`config.mk`:
```
export PLATFORM = sky130hd
export DESIGN_NAME = world_clock_multi
export DESIGN_NICKNAME = d
export VERILOG_FILES = /design/src/rtl/world_clock_multi.sv
export SDC_FILE = /design/constraint.sdc
export NUM_CORES = 1
export LEC_CHECK = 0
export ABC_AREA = 0
export CORE_MARGIN = 5
export CORE_UTILIZATION = 45
export CTS_BUF_LIST = sky130_fd_sc_hd__clkbuf_8 sky130_fd_sc_hd__clkbuf_16
export CTS_CLUSTER_DIAMETER = 30
export DETAILED_ROUTE_END_ITERATION = 12
export GPL_TIMING_DRIVEN = 0
export HOLD_SLACK_MARGIN = 0.15
export PLACE_DENSITY_LB_ADDON = 0.15
export SYNTH_ARGS = -nofsm -noshare
export SYNTH_HDL_FRONTEND = slang
export SYNTH_SLANG_ARGS = --single-unit
```
`constraint.sdc`:
```
create_clock -name clk -period 8.9 [get_ports clk]
set_input_delay 1.335 -clock clk [delete_from_list [all_inputs] [get_ports clk]]
set_output_delay 1.335 -clock clk [all_outputs]
set_load 0.02 [all_outputs]
```
`src/rtl/world_clock_multi.sv`:
```
// Multi-zone world clock: binary base time, per-zone minute offsets and a
// registered BCD display of the selected zone against home or base seconds.

module wcm_zone_ofs #(
  parameter int OFS_STEP = 15
) (
  input  logic        clk,
  input  logic        reset,
  input  logic        inc_hr,
  input  logic        inc_qtr,
  output logic [10:0] ofs
);
  logic signed [11:0] sum;

  always_comb begin
    sum = $signed({ofs[10], ofs}) + (inc_hr ? 12'sd60 : $signed(12'(OFS_STEP)));
  end

  // Offsets only ever grow, so stepping past +840 lands on the western limit.
  always_ff @(posedge clk or posedge reset) begin
    if (reset)                  ofs <= '0;
    else if (inc_hr || inc_qtr) ofs <= (sum > 12'sd840) ? 11'h530 : sum[10:0];
  end
endmodule

module world_clock_multi #(
  parameter int NUM_ZONES    = 4,
  parameter int OFS_STEP_MIN = 15,
  parameter int ZW           = (NUM_ZONES > 2) ? $clog2(NUM_ZONES) : 1
) (
  input  logic          clk,
  input  logic          reset,
  input  logic          tick,
  input  logic          set_en,
  input  logic [4:0]    set_hh,
  input  logic [5:0]    set_mm,
  input  logic          btn_zone,
  input  logic          btn_hr,
  input  logic          btn_qtr,
  input  logic          btn_mode,
  output logic [ZW-1:0] zone_sel,
  output logic          mode,
  output logic [31:0]   disp_bcd,
  output logic [1:0]    day_adj,
  output logic          day_wrap
);
  logic [5:0]    sec, mn;
  logic [4:0]    hr;
  logic [ZW-1:0] zsel_q;
  logic          mode_q, wrap_q, armed;
  logic [3:0]    btn, btn_d, edg;
  logic          set_ok, at_end;
  logic [NUM_ZONES-1:0][10:0] ofs;

  logic [10:0]        base_m;
  logic signed [12:0] sel_pre, home_pre;
  logic [15:0]        sel_hhmm;
  logic [31:0]        disp_nxt;
  logic [1:0]         adj_nxt;

  function automatic logic [7:0] bcd2(input logic [6:0] v);
    return {4'(v / 7'd10), 4'(v % 7'd10)};
  endfunction

  function automatic logic signed [12:0] loc_pre(input logic [10:0] bm, input logic [10:0] o);
    return $signed({2'b00, bm}) + $signed({{2{o[10]}}, o});
  endfunction

  function automatic logic [10:0] loc_red(input logic signed [12:0] p);
    if (p < 13'sd0)         return 11'(p + 13'sd1440);
    else if (p >= 13'sd1440) return 11'(p - 13'sd1440);
    else                    return 11'(p);
  endfunction

  function automatic logic [15:0] hhmm(input logic [10:0] m);
    return {bcd2(7'(m / 11'd60)), bcd2(7'(m % 11'd60))};
  endfunction

  // armed stays low for the first edge after reset so a held button is not seen as a rise.
  assign btn    = {btn_mode, btn_qtr, btn_hr, btn_zone};
  assign edg    = btn & ~btn_d & {4{armed}};
  assign set_ok = set_en && (set_hh <= 5'd23) && (set_mm <= 6'd59);
  assign at_end = (hr == 5'd23) && (mn == 6'd59) && (sec == 6'd59);

  always_ff @(posedge clk or posedge reset) begin
    if (reset) begin
      sec    <= '0;
      mn     <= '0;
      hr     <= '0;
      wrap_q <= 1'b0;
    end else if (set_ok) begin
      sec    <= '0;
      mn     <= set_mm;
      hr     <= set_hh;
      wrap_q <= 1'b0;
    end else begin
      wrap_q <= tick && at_end;
      if (tick) begin
        sec <= (sec == 6'd59) ? 6'd0 : sec + 6'd1;
        if (sec == 6'd59) begin
          mn <= (mn == 6'd59) ? 6'd0 : mn + 6'd1;
          if (mn == 6'd59) hr <= (hr == 5'd23) ? 5'd0 : hr + 5'd1;
        end
      end
    end
  end

  always_ff @(posedge clk or posedge reset) begin
    if (reset) begin
      btn_d  <= '0;
      armed  <= 1'b0;
      zsel_q <= '0;
      mode_q <= 1'b0;
    end else begin
      btn_d <= btn;
      armed <= 1'b1;
      if (edg[0]) zsel_q <= (zsel_q == ZW'(NUM_ZONES - 1)) ? '0 : zsel_q + 1'b1;
      if (edg[3]) mode_q <= ~mode_q;
    end
  end

  // Offset steps use the pre-increment zone_sel; hr wins over qtr.
  for (genvar z = 0; z < NUM_ZONES; z++) begin : g_zone
    wcm_zone_ofs #(.OFS_STEP(OFS_STEP_MIN)) u_ofs (
      .clk    (clk),
      .reset  (reset),
      .inc_hr (edg[1] && (zsel_q == ZW'(z))),
      .inc_qtr(edg[2] && !edg[1] && (zsel_q == ZW'(z))),
      .ofs    (ofs[z])
    );
  end

  always_comb begin
    base_m   = 11'(hr) * 11'd60 + 11'(mn);
    sel_pre  = loc_pre(base_m, ofs[zsel_q]);
    home_pre = loc_pre(base_m, ofs[0]);
    sel_hhmm = hhmm(loc_red(sel_pre));
    disp_nxt = mode_q ? {sel_hhmm, bcd2(7'(sec)), bcd2(7'(zsel_q))}
                      : {sel_hhmm, hhmm(loc_red(home_pre))};
    adj_nxt  = (sel_pre < 13'sd0) ? 2'b11 : (sel_pre >= 13'sd1440) ? 2'b01 : 2'b00;
  end

  always_ff @(posedge clk or posedge reset) begin
    if (reset) begin
      zone_sel <= '0;
      mode     <= 1'b0;
      disp_bcd <= '0;
      day_adj  <= 2'b00;
      day_wrap <= 1'b0;
    end else begin
      zone_sel <= zsel_q;
      mode     <= mode_q;
      disp_bcd <= disp_nxt;
      day_adj  <= adj_nxt;
      day_wrap <= wrap_q;
    end
  end
endmodule

```
Figure 1. M4 wires.
Scale: 2 px per um. Supply wires on this layer in grey.
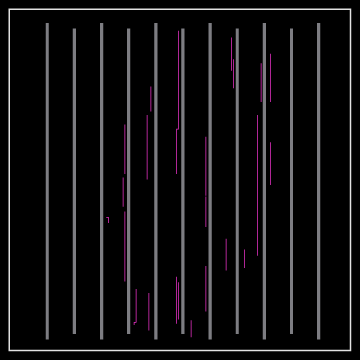
- wire length on this layer: 536 um
- main direction: vertical
- longest straight run: 70.0 um
- nets with wire on the layer: 21
vias post-DR: 11,907
wire length after detailed routing: 34,530 um

Figure 2. Routing congestion map.
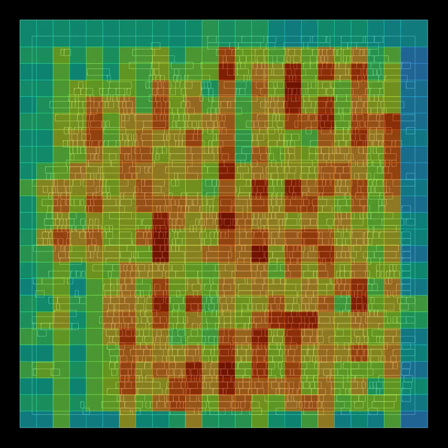
met3 routing resource usage after global routing: 0.02300
fraction of met2 tracks used by global routing: 0.3578
Global Route met1 Usage: 0.3206
final routed wire length divided by cell count: 17.70 um

==> flow_metrics.env <==
# yosys + openroad results
export IMPL_worst_r2r_cell_count=43
export IMPL_first_pass_iters=6
export IMPL_drcViolationCount=0
export IMPL_status="complete, but fails checks"
export IMPL_drive_above_1_share=0.2517
export IMPL_finalSetupViolations=8
export IMPL_yosys_cell_count_top_type="sky130_fd_sc_hd__nand2_1"
export IMPL_synthesis_area_per_instance_um2=8.094
export IMPL_yosysChipArea_um2=11510
export IMPL_violated_checks="setup timing"
export IMPL_fmax_mhz=106.5
export IMPL_finish_net_count=1732
export IMPL_io_buffers=54
export IMPL_family_with_the_most_delay_on_the_worst_path="AND-OR/OR-AND gates"
export IMPL_mux_area_frac=0.04490
export IMPL_grt_antenna_before_repair=0
export IMPL_final_layout_top_logic_cells="sky130_fd_sc_hd__nand2_1, sky130_fd_sc_hd__buf_4, sky130_fd_sc_hd__dfrtp_1"
export IMPL_rrSetupSlack_ps=-490
export IMPL_xor_area_frac=0.04153
export IMPL_area_leaders="sky130_fd_sc_hd__dfrtp_1, sky130_fd_sc_hd__ha_1, sky130_fd_sc_hd__nand2_1"
export IMPL_finalWorstSetupSlack_ps=-487.8
export IMPL_route_met2_wl_um=16210
Figure 3. Local utilization.
Scale: 2 px per um. The die is cut into 17 by 17 equal tiles; dark blue is low, red is high, 0 to 100% covered.
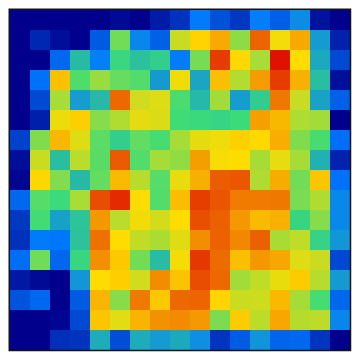
- fullest tile: 98%
- emptiest ninth of the die: upper left
- nearly empty tiles: 8.7%
final core utilization: 0.6059
fp util: 0.4571
core area: 25,180 um2

[cell type report]
class | instances | share of cell area
Inverter | 74 | 0.01903
Timing Repair Buffer | 187 | 0.1075
Tap cell | 330 | 0.02706
Sequential cell | 106 | 0.1741
Multi-Input combinational cell | 1191 | 0.6374
Clock inverter | 5 | 0.002952
Clock buffer | 11 | 0.01657
Buffer | 47 | 0.01542
